Figure 1. Selected gate families (run 1).
The bar under the picture is 20 um long.
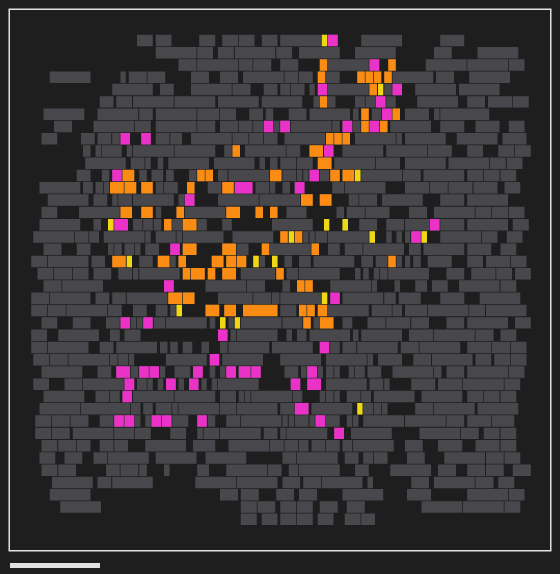
Figure 2. Routed clock nets over the placement (run 1).
The bar under the picture is 20 um long.
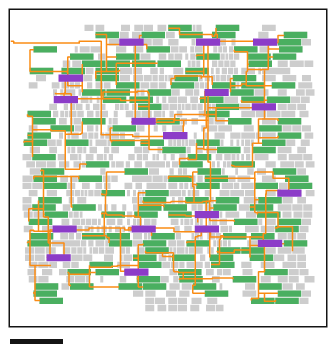
Figure 3. Cells colored by class (run 1).
The bar under the picture is 20 um long.
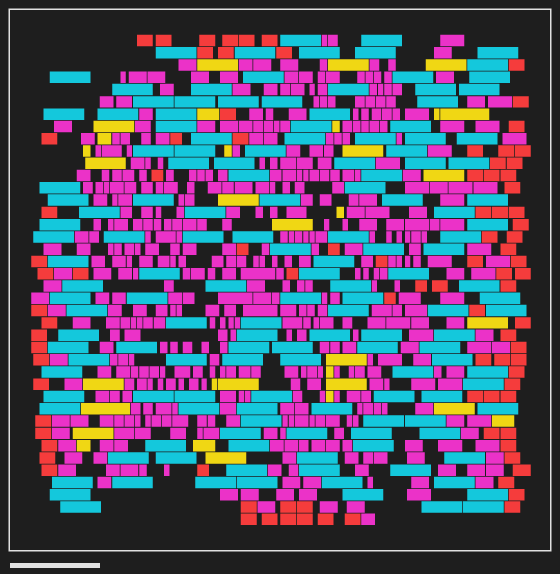
[config.mk]
export PLATFORM = sky130hd
export DESIGN_NAME = lcplc_stream_framer
export DESIGN_NICKNAME = d
export VERILOG_FILES = /design/src/rtl/lcplc_stream_pkg.sv /design/src/rtl/axis_skid_buffer.sv /design/src/rtl/lcplc_stream_framer.sv
export SDC_FILE = /design/constraint.sdc
export NUM_CORES = 1
export LEC_CHECK = 0
export CAP_MARGIN = 20
export CORE_MARGIN = 4
export CORE_UTILIZATION = 60
export DETAILED_ROUTE_END_ITERATION = 10
export PLACE_DENSITY = 0.84
export SYNTH_ARGS = -nofsm -noshare
export SYNTH_HDL_FRONTEND = slang
export SYNTH_HIERARCHICAL = 1
export SYNTH_SLANG_ARGS = --single-unit
[constraint.sdc]
create_clock -name clk -period 4.5 [get_ports clk]
set_input_delay 1.125 -clock clk [delete_from_list [all_inputs] [get_ports clk]]
set_output_delay 1.125 -clock clk [all_outputs]
set_load 0.05 [all_outputs]
[src/rtl/lcplc_stream_pkg.sv]
// rtl/lcplc_stream_pkg.sv - shared types for the LCPLC stream framer
package lcplc_stream_pkg;

  // Widest supported dimension field; narrower config fields are zero-extended into it.
  localparam int DIM_MAX_W = 16;

  typedef enum logic [1:0] {
    IDLE  = 2'd0,
    RUN   = 2'd1,
    DRAIN = 2'd2
  } state_e;

  typedef struct packed {
    logic last_i;
    logic last_s;
    logic last_b;
    logic last_r;
  } flags_t;

  localparam int FLAGS_W = $bits(flags_t);

  typedef struct packed {
    logic [DIM_MAX_W-1:0] cols;
    logic [DIM_MAX_W-1:0] rows;
    logic [DIM_MAX_W-1:0] bands;
    logic [DIM_MAX_W-1:0] slices;
  } frame_cfg_t;

  // Each flag also requires every finer level to be at its end, so flags nest.
  function automatic flags_t calc_flags(input frame_cfg_t cnt, input frame_cfg_t cfg);
    flags_t f;
    f.last_r = (cnt.cols == cfg.cols);
    f.last_b = f.last_r & (cnt.rows == cfg.rows);
    f.last_s = f.last_b & (cnt.bands == cfg.bands);
    f.last_i = f.last_s & (cnt.slices == cfg.slices);
    return f;
  endfunction

endpackage

[src/rtl/axis_skid_buffer.sv]
// rtl/axis_skid_buffer.sv - two-entry registered skid buffer, full throughput
module axis_skid_buffer #(
  parameter int WIDTH = 8
) (
  input  logic             clk,
  input  logic             rst_n,
  input  logic [WIDTH-1:0] s_tdata,
  input  logic             s_tvalid,
  output logic             s_tready,
  output logic [WIDTH-1:0] m_tdata,
  output logic             m_tvalid,
  input  logic             m_tready
);

  logic [WIDTH-1:0] out_data_q, out_data_d;
  logic [WIDTH-1:0] skid_data_q, skid_data_d;
  logic             out_valid_q, out_valid_d;
  logic             skid_valid_q, skid_valid_d;
  logic             push;

  // Ready comes only from the skid register, so there is no path from m_tready.
  assign s_tready = ~skid_valid_q;
  assign push     = s_tvalid & ~skid_valid_q;
  assign m_tdata  = out_data_q;
  assign m_tvalid = out_valid_q;

  always_comb begin
    out_data_d   = out_data_q;
    out_valid_d  = out_valid_q;
    skid_data_d  = skid_data_q;
    skid_valid_d = skid_valid_q;
    if (!out_valid_q || m_tready) begin
      if (skid_valid_q) begin
        out_data_d   = skid_data_q;
        out_valid_d  = 1'b1;
        skid_valid_d = 1'b0;
      end else begin
        out_valid_d = push;
        if (push) out_data_d = s_tdata;
      end
    end else if (push) begin
      skid_data_d  = s_tdata;
      skid_valid_d = 1'b1;
    end
  end

  always_ff @(posedge clk or negedge rst_n) begin
    if (!rst_n) begin
      out_data_q   <= '0;
      out_valid_q  <= 1'b0;
      skid_data_q  <= '0;
      skid_valid_q <= 1'b0;
    end else begin
      out_data_q   <= out_data_d;
      out_valid_q  <= out_valid_d;
      skid_data_q  <= skid_data_d;
      skid_valid_q <= skid_valid_d;
    end
  end

endmodule

[src/rtl/lcplc_stream_framer.sv]
// rtl/lcplc_stream_framer.sv - adds row/band/slice/image last flags to a sample stream
module lcplc_stream_framer
  import lcplc_stream_pkg::*;
#(
  parameter int DATA_WIDTH  = 16,
  parameter int LANES       = 1,
  parameter int COL_WIDTH   = 8,
  parameter int ROW_WIDTH   = 8,
  parameter int BAND_WIDTH  = 8,
  parameter int SLICE_WIDTH = 12
) (
  input  logic                        clk,
  input  logic                        rst,
  input  logic                        cfg_valid,
  output logic                        cfg_ready,
  input  logic [COL_WIDTH-1:0]        cfg_cols,
  input  logic [ROW_WIDTH-1:0]        cfg_rows,
  input  logic [BAND_WIDTH-1:0]       cfg_bands,
  input  logic [SLICE_WIDTH-1:0]      cfg_slices,
  input  logic                        x_valid,
  output logic                        x_ready,
  input  logic [LANES*DATA_WIDTH-1:0] x_data,
  output logic                        y_valid,
  input  logic                        y_ready,
  output logic [LANES*DATA_WIDTH-1:0] y_data,
  output logic                        y_last_r,
  output logic                        y_last_b,
  output logic                        y_last_s,
  output logic                        y_last_i,
  output logic                        busy,
  output logic                        err_early_cfg
);

  localparam int DW = LANES * DATA_WIDTH;
  localparam int PW = FLAGS_W + DW;

  state_e     state_q, state_d;
  frame_cfg_t cfg_q, cfg_d;
  frame_cfg_t cnt_q, cnt_d;
  logic       cfg_ready_q;
  logic       err_q;
  flags_t     flags;
  flags_t     y_flags;
  logic       skid_ready;
  logic       accept;
  logic       cfg_take;
  logic [PW-1:0] skid_in;
  logic [PW-1:0] skid_out;

  assign flags    = calc_flags(cnt_q, cfg_q);
  assign x_ready  = (state_q == RUN) & skid_ready;
  assign accept   = x_valid & x_ready;
  assign cfg_take = cfg_valid & cfg_ready_q;
  assign skid_in  = {flags, x_data};

  assign cfg_ready     = cfg_ready_q;
  assign busy          = (state_q != IDLE);
  assign err_early_cfg = err_q;
  assign y_flags       = flags_t'(skid_out[PW-1:DW]);
  assign y_data        = skid_out[DW-1:0];
  assign y_last_r      = y_flags.last_r;
  assign y_last_b      = y_flags.last_b;
  assign y_last_s      = y_flags.last_s;
  assign y_last_i      = y_flags.last_i;

  always_comb begin
    state_d = state_q;
    cfg_d   = cfg_q;
    cnt_d   = cnt_q;
    case (state_q)
      IDLE: begin
        if (cfg_take) begin
          cfg_d.cols   = DIM_MAX_W'(cfg_cols);
          cfg_d.rows   = DIM_MAX_W'(cfg_rows);
          cfg_d.bands  = DIM_MAX_W'(cfg_bands);
          cfg_d.slices = DIM_MAX_W'(cfg_slices);
          cnt_d        = '0;
          state_d      = RUN;
        end
      end
      RUN: begin
        // A counter only advances while below its cfg value, so it cannot overflow.
        if (accept) begin
          cnt_d.cols = flags.last_r ? '0 : cnt_q.cols + DIM_MAX_W'(1);
          if (flags.last_r) cnt_d.rows   = flags.last_b ? '0 : cnt_q.rows + DIM_MAX_W'(1);
          if (flags.last_b) cnt_d.bands  = flags.last_s ? '0 : cnt_q.bands + DIM_MAX_W'(1);
          if (flags.last_s) cnt_d.slices = flags.last_i ? '0 : cnt_q.slices + DIM_MAX_W'(1);
          if (flags.last_i) state_d = DRAIN;
        end
      end
      DRAIN: begin
        if (y_valid && y_ready && y_flags.last_i) state_d = IDLE;
      end
      default: state_d = IDLE;
    endcase
  end

  always_ff @(posedge clk or negedge rst) begin
    if (!rst) begin
      state_q     <= IDLE;
      cfg_q       <= '0;
      cnt_q       <= '0;
      cfg_ready_q <= 1'b0;
      err_q       <= 1'b0;
    end else begin
      state_q     <= state_d;
      cfg_q       <= cfg_d;
      cnt_q       <= cnt_d;
      cfg_ready_q <= (state_d == IDLE);
      err_q       <= cfg_valid & (state_q != IDLE);
    end
  end

  axis_skid_buffer #(
    .WIDTH(PW)
  ) u_skid (
    .clk      (clk),
    .rst_n    (rst),
    .s_tdata  (skid_in),
    .s_tvalid (accept),
    .s_tready (skid_ready),
    .m_tdata  (skid_out),
    .m_tvalid (y_valid),
    .m_tready (y_ready)
  );

endmodule

==> changes_impl.md, run 1 <==
### Physical design

- Status: complete, no violations
- Power Density: 583.6 mW/mm^2
- Clk tree area frac: 6.475%
- Vias in the first global route: 5613
- Ys cells: 648
- Hold WS: 0.5056 ns
- Mean post-synth cell area: 11.54 sq um
- Biggest Area Class: sequential cells
- Routed length on met3: 880 um
- Synth warn: 6
- Post-synth ARST share: 100.0%
- Clk_buf instances: 22
- R2R Setup Slk: 1.27 ns
- Clk pwr share: 26.7%
- Critical Path Slowest Stage Cell: clkdlybuf4s50_1
- Reg area: 0.003654 sq mm
- Comb pwr share: 33.9%
- Setup CP Type: reg2out
- Critical Path RT: 3.38 ns
- First-pass GRT wire length: 27.58 mm
- Fin crit share: 78.86%
- Gr busiest metal: met2
- Synth Instances: 648
- Crit path max fanout: 10
- FMAX: 0.2818 GHz
- Synth Flop Type: dfrtp_1
- Met2 Routed Length: 8.437 mm
- Filler cell count: 836
- Nets: 793
- Final Core Density: 74.19%
- Worst R2R End: cnt_q[35]
- First-pass DRT Iterations: 5
- Met1 Use GR: 30.46%
- Signal buf overhead: 9.788%
- Post-DP Area: 0.008404 sq mm
- Tool warnings: 28
- TritonCTS clock tree: yes
- Worst Skew: 0.01091 ns
- H-Tree Depth: 4
- Clock Power: 1.40 mW
- Final worst setup slack: 0.9515 ns
- Num rows: 40
- Slew at the pin with the worst max-slew slack: 0.9752 ns
- Chip Height: 119.6 um
- Seq/total area: 40.66%
- Count of library flops with an enable pin: 0
- Core Util at FP: 61.74%
- Final sequential cell count: 146
- Resized cells post-CTS: 0
- Pwr top: registers
- Drt via density: 6.020
- Sequential share of power: 39.5%
- Met2 Use GR: 40.61%
- Post-DRT Antenna Nets: 0
- Worst R2R Path Depth: 7
- Initial antenna violation count: 0
- Post-cts hold-fix buffer tally: 0
- Max_cap viols: 0
- Post-synth cell types: 62
- Met3 GRT Util: 6.362%
- Port bufs: 81
- Final Hold Viols: 0
- Routability cong.: 0.8758
- Synthesis-to-layout area growth: 20.18%
- Chip Width: 119.6 um
- Total combinational power: 1.78 mW
- Unrepaired setup endpoints after global routing: false
- Num ports: 82
- Buffers outside the clock class: 90
- Clock latency on the worst-skew pair: 0.43 ns
- Placed cell count: 881
- Detailed Route Iter0 Violations: 532
- Worst Path Buf+Inv: 2
- Post-synth seq share: 48.86%
- Gr usage total: 23.97%
- Leak: 3.829 nW
- Max-slew violation count: 0
- Root buffer cell: clkbuf_16
- Chip area: 0.01431 sq mm
- Logic share of the area: 40.03%
- Design area: 0.008986 sq mm
- Hold path depth: 1
- Comb gates: 460
- Minimum clock period: 3.549 ns
- Syn_nets: 709
- Drc violations: 0
- CP Cell Sequence: clkinv_1 > nand2_1 > clkdlybuf4s50_1
- Setup violators final: 0
- Core Box Area: 0.01211 sq mm
- TritonCTS Sinks: 146
- Antenna diodes: 0
- Clock slew seen by the registers of the worst setup and hold paths: 0.06 ns
- GR Overflow Total: 0
- Seq cells post-synth: 146
- Total chip power: 5.244 mW
- HP Start: u_skid/skid_data_q[7]
- Post-Route M1 WL: 7.152 mm
- CTS Buffer Depth: 2
- Power Sequential: 2.07 mW
- Worst slack, placed: 1.164 ns
- Final std cells w/o fill: 913
- Worst Path Arrival: 2.42 ns
- Postcts setup bufs: 0
- Routed WL per cell: 18.30 um
- DRT Wirelength: 16.71 mm
- Largest net degree at the start of global routing: 106
- Setup TNS: 0 ns
- Via count: 5496
- Max VDD drop: 334.9 uV
- Crit end category: output port
- Chip Area, Yosys: 0.007477 sq mm
- Worst R2R Start: cnt_q[60]
- WHS Endpoint: u_skid/skid_data_q[7]
- Startpoint types: flip-flop
-- Figure 1 (at the start) --
| color | family | cells |
|---|---|---|
| magenta | and/or cells | 51 |
| yellow | inv cells | 17 |
| orange | aoi and oai cells | 70 |

-- Figure 2 (at the start) --
[orange] clock wires | length: 1810 um
[green] flip-flops | count: 146
[purple] clock drivers | count: 17
flops lie: spread over the die
routed clock nets: 18

-- Figure 3 (at the start) --
| color | class | cells | share of their area |
|---|---|---|---|
| red | remaining buffers and delay cells | 90 | 10% |
| cyan | sequential cells | 146 | 42% |
| yellow | clock drivers and dummy loads | 32 | 6.6% |
| magenta | combinational and other logic | 477 | 42% |

[run 1: worst max-delay path by stage]
| stage | cells after the start | from | to | slack, ns |
|---|---|---|---|---|
| floorplan | 8 | cfg_valid | u_skid/skid_data_q[0] | 1.74 |
| global placement | 8 | cfg_valid | u_skid/m_tdata[15] | 1.24 |
| detailed placement | 8 | cfg_valid | u_skid/m_tdata[0] | 1.16 |
| CTS | 3 | state_q[0] | busy | 0.98 |
| global route | 3 | state_q[0] | busy | 0.82 |
| finish | 3 | state_q[0] | busy | 0.95 |
[run 1: layout by cell type (no fill, tap or decap), types with 4 or more instances in the layout]
cell / count
o211ai_1: 5
nand2_1: 33
mux2_2: 59
clkdlybuf4s50_1: 80
clkbuf_16: 17
or3_1: 15
nand3_1: 23
a21oi_1: 16
a211oi_1: 8
nor2_1: 44
xnor2_1: 29
a211o_1: 4
ha_1: 4
nor2b_1: 4
a221o_1: 11
a22o_1: 8
nor3_1: 8
and3_1: 24
nand4_1: 20
mux2_4: 30
nor4_1: 9
mux2_1: 9
clkinv_2: 6
o21ai_0: 21
xor2_1: 23
o2bb2ai_1: 5
inv_1: 15
buf_4: 9
dfrtp_1: 146
and2_1: 4
[run 1: state kept, by name (all words and copies together) (netlist names)]
register and flops:
state_q 2, u_skid/skid_data_q 20, cfg_ready 1, u_skid/skid_valid_q 1, u_skid/m_tvalid 1, cnt_q 64
err_early_cfg 1, u_skid/m_tdata 20, cfg_q 36
[run 1: cell usage after synthesis (3+ instances only)]
| cell type | number | area share [%] |
|---|---|---|
| a211o_1 | 4 | 0.47 |
| a211oi_1 | 8 | 0.80 |
| a21oi_1 | 16 | 1.1 |
| a221o_1 | 11 | 1.5 |
| a22o_1 | 8 | 0.94 |
| a31oi_1 | 3 | 0.25 |
| and2_1 | 4 | 0.33 |
| and3_1 | 24 | 2.0 |
| and4_1 | 3 | 0.35 |
| buf_2 | 5 | 0.33 |
| buf_6 | 5 | 0.75 |
| clkbuf_1 | 12 | 0.60 |
| dfrtp_1 | 146 | 49 |
| ha_1 | 4 | 0.67 |
| inv_1 | 15 | 0.75 |
| mux2_1 | 9 | 1.4 |
| mux2_2 | 59 | 8.9 |
| mux2_4 | 30 | 6.0 |
| nand2_1 | 33 | 1.7 |
| nand3_1 | 23 | 1.5 |
| nand3b_1 | 3 | 0.30 |
| nand4_1 | 20 | 1.7 |
| nor2_1 | 45 | 2.3 |
| nor2b_1 | 4 | 0.33 |
| nor3_1 | 8 | 0.54 |
| nor4_1 | 9 | 0.75 |
| o211ai_1 | 5 | 0.50 |
| o21ai_0 | 21 | 1.4 |
| o221ai_1 | 3 | 0.35 |
| o2bb2ai_1 | 5 | 0.59 |
| or3_1 | 15 | 1.3 |
| xnor2_1 | 29 | 3.4 |
| xor2_1 | 23 | 2.7 |
[run 1: logic make-up after synthesis]
family	share of synthesized area [%]
AND/OR/NAND/NOR	15.16
flip-flops	48.86
AND-OR/OR-AND	9.823
multiplexers	16.27
XOR/XNOR	6.091
buffers and inverters	3.129
adder cells (fa/ha/maj)	0.6694
--- run 2 (diff from run 1) ---
--- a/config.mk
+++ b/config.mk
@@ -7,9 +7,9 @@
 export LEC_CHECK = 0
 export CAP_MARGIN = 20
 export CORE_MARGIN = 4
-export CORE_UTILIZATION = 60
+export CORE_UTILIZATION = 57
 export DETAILED_ROUTE_END_ITERATION = 10
-export PLACE_DENSITY = 0.84
+export PLACE_DENSITY = 0.81
 export SYNTH_ARGS = -nofsm -noshare
 export SYNTH_HDL_FRONTEND = slang
 export SYNTH_HIERARCHICAL = 1
==> constraint.sdc (replaced) <==
create_clock -name clk -period 3.3 [get_ports clk]
set_input_delay 0.825 -clock clk [delete_from_list [all_inputs] [get_ports clk]]
set_output_delay 0.825 -clock clk [all_outputs]
set_load 0.05 [all_outputs]
==> run 2 against run 1 <==
Flip-flop count unchanged. Cell count increased by 1.5%. Sequential share of layout area decreased by 0.70 points. Synthesized area unchanged. Global-route usage decreased by 0.55 points. First-iteration DRC count decreased by 40%. Power increased by 39%. Non-clock buffer count increased by 10. Synthesized cell count unchanged. Core utilization decreased by 2.3 points. Combinational power increased by 38%. Largest power group unchanged. Worst setup slack got worse by 0.54 ns. Critical endpoint is now cnt_q[43].
==> changes_impl.md, run 2 <==
### Physical design

- Clock latency on the worst-skew pair: 0.43 ns (about the same)
- Worst Skew: 0.007007 ns (-0.003904 ns)
- TritonCTS Sinks: 146 (unchanged)
- Vias in the first global route: 5745 (+2.4%)
- Final Hold Viols: 0 (unchanged)
- Worst R2R Start: cnt_q[56]
- CTS Buffer Depth: 2 (unchanged)
- Worst R2R End: cnt_q[43]
- First-pass GRT wire length: 27.59 mm (about the same)
- Top cell excl fill/tap: dfrtp_1
- Critical Path RT: 3.65 ns (+0.27 ns)
- Nets: 803 (+1.3%)
- Most area-hungry cell type in the Yosys netlist: dfrtp_1
- Max_cap viols: 0 (unchanged)
- Slew at the pin with the worst max-slew slack: 0.7688 ns (-0.2064 ns)
- Mean post-synth cell area: 11.54 sq um (unchanged)
- Placed cell count: 895 (+1.6%)
- Post-synth ARST share: 100.0% (unchanged)
- DRT Wirelength: 16.35 mm (-2.1%)
- Synth top cells by count: dfrtp_1, mux2_2, nor2_1
- Largest Register: cnt_q
- Synth warn: 6 (unchanged)
- Design area: 0.009143 sq mm (+1.7%)
- Count of library flops with an enable pin: 0 (unchanged)
- Worst Path Arrival: 3.24 ns (+0.82 ns)
- CP startpoint: cnt_q[56]
- Fin crit share: 87.65%
- Top Layout Cells: dfrtp_1, clkdlybuf4s50_1, mux2_2
- Worst R2R Path Depth: 8 (+1)
- Power Density: 797.7 mW/mm^2 (+37%)
- Tool warnings: 26 (-7.1%)
- Setup CP Type: reg2reg
- Minimum clock period: 2.892 ns
- Post-cts hold-fix buffer tally: 0 (unchanged)
- Routed WL per cell: 17.64 um (-3.6%)
- FMAX: 0.3457 GHz
- Total chip power: 7.293 mW (+39%)
- Post-synth cell types: 62 (unchanged)
- Number of flip-flops under the largest register name: 64 (unchanged)
- R2R Setup Slk: 0.41 ns (-0.86 ns)
- Startpoint types: flip-flop
- Chip Height: 122.5 um (+2.4%)
- Postcts setup bufs: 0 (unchanged)
- Max VDD drop: 351.4 uV (+4.9%)
- Resized cells post-CTS: 0 (unchanged)
- Num rows: 41 (+2.5%)
- Filler cell count: 909 (+8.7%)
- Seq cells post-synth: 146 (unchanged)
- H-Tree Depth: 4 (unchanged)
- Final Core Density: 71.86% (-2.3 points)
- Core Util at FP: 58.77% (-3.0 points)
- Largest net degree at the start of global routing: 65 (-39%)
- Leak: 3.905 nW (+2.0%)
- Port bufs: 81 (unchanged)
- Gr usage total: 23.43% (-0.55 points)
- Worst slack, placed: 0.2912 ns (-0.8729 ns)
- Chip Width: 122.5 um (+2.4%)
- Most instantiated library cell after synthesis: dfrtp_1
- Antenna diodes: 0 (unchanged)
- Status: complete, no violations
- Drt via density: 5.926 (-1.6%)
- Post-synth seq share: 48.86% (unchanged)
- Ys cells: 648 (unchanged)
- Detailed Route Iter0 Violations: 321 (-40%)
- Synthesis-to-layout area growth: 22.27%
- Max-slew violation count: 0 (unchanged)
- Crit end category: flip-flop
- Cell area leaders: dfrtp_1, mux2_2, mux2_4, xnor2_1, xor2_1
- Post-DP Area: 0.008509 sq mm (+1.3%)
- Chip Area, Yosys: 0.007477 sq mm (unchanged)
- Final worst setup slack: 0.4076 ns (-0.5439 ns)
- Drc violations: 0 (unchanged)
run 2: cell counts after synthesis:
No cell type changed its count.
run 2: kinds of logic after synthesis:
group | count (synthesis) | synth area share, %
flops | 146 | 48.86
mux | 98 | 16.27
compound gates | 100 | 9.823
fa+ha+maj | 4 | 0.6694
xor+xnor | 52 | 6.091
buf+inv | 42 | 3.129
simple gates | 206 | 15.16
run 2: final cells by class:
cell class | instances | area (sq um) | share of cell area (%)
sequential | 146 | 3654 | 39.96
multi-input combinational | 460 | 3597 | 39.35
timing repair buffer | 100 | 979.7 | 10.72
clock buffer | 23 | 508.0 | 5.556
tap | 172 | 215.2 | 2.354
clock inverter | 9 | 125.1 | 1.369
inverter | 17 | 63.81 | 0.6980
run 2: routing by layer:
layer,vias to the layer above,GRT usage (%),part of all wire [%]
met4,0,9.657,1.6
met2,184,39.40,50
met1,2735,29.38,42
li1,2555,-,-
met5,-,0,0
met3,19,5.161,5.6
run 2: where the power goes:
part | switching, mW | internal, mW | total (mW)
clock | 0.736 | 1.30 | 2.04
sequential | 0.462 | 2.34 | 2.81
combinational | 1.25 | 1.20 | 2.45
run 2: worst max-delay path, cell delays in order, from the launching register on:
cell       delay, ns
dfrtp_1         0.43
nor4_1          0.32
nand2_1         0.08
or3_1           0.61
inv_2           0.14
buf_4           0.19
o2111ai_1       0.38
or3_1           0.51
a21oi_1         0.16
run 2: worst max path at each step:
stage                            endpoint  slack, ns  cells after the start
floorplan           u_skid/skid_data_q[0]       0.84                      8
global placement    u_skid/skid_data_q[1]       0.45                      8
CTS                             cnt_q[47]       0.44                      8
global route                    cnt_q[43]       0.22                      8
finish                          cnt_q[43]       0.41                      8
detailed placement  u_skid/skid_data_q[9]       0.29                      8
Figure 4. Power grid (run 2).
Pins as bars on the die edge. Tap cells in gray.
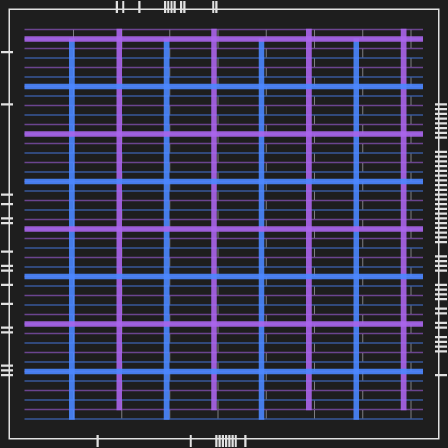
| color | net |
|---|---|
| purple | VDD |
| blue | VSS |
met4 straps: 8
signal pins: 82
met5 straps: 8

Figure 5. Routed clock nets over the placement (run 2).
The bar under the picture is 20 um long.
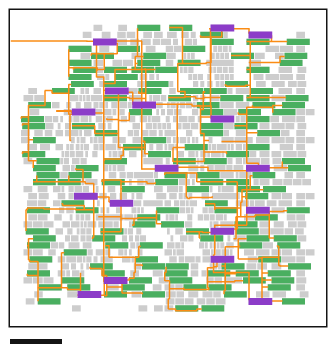
[orange] clock wires | length: 1850 um
[purple] clock drivers | count: 17
[green] flip-flops | count: 146
flops lie: spread over the die

Power is estimated from default activity; no workload was simulated.
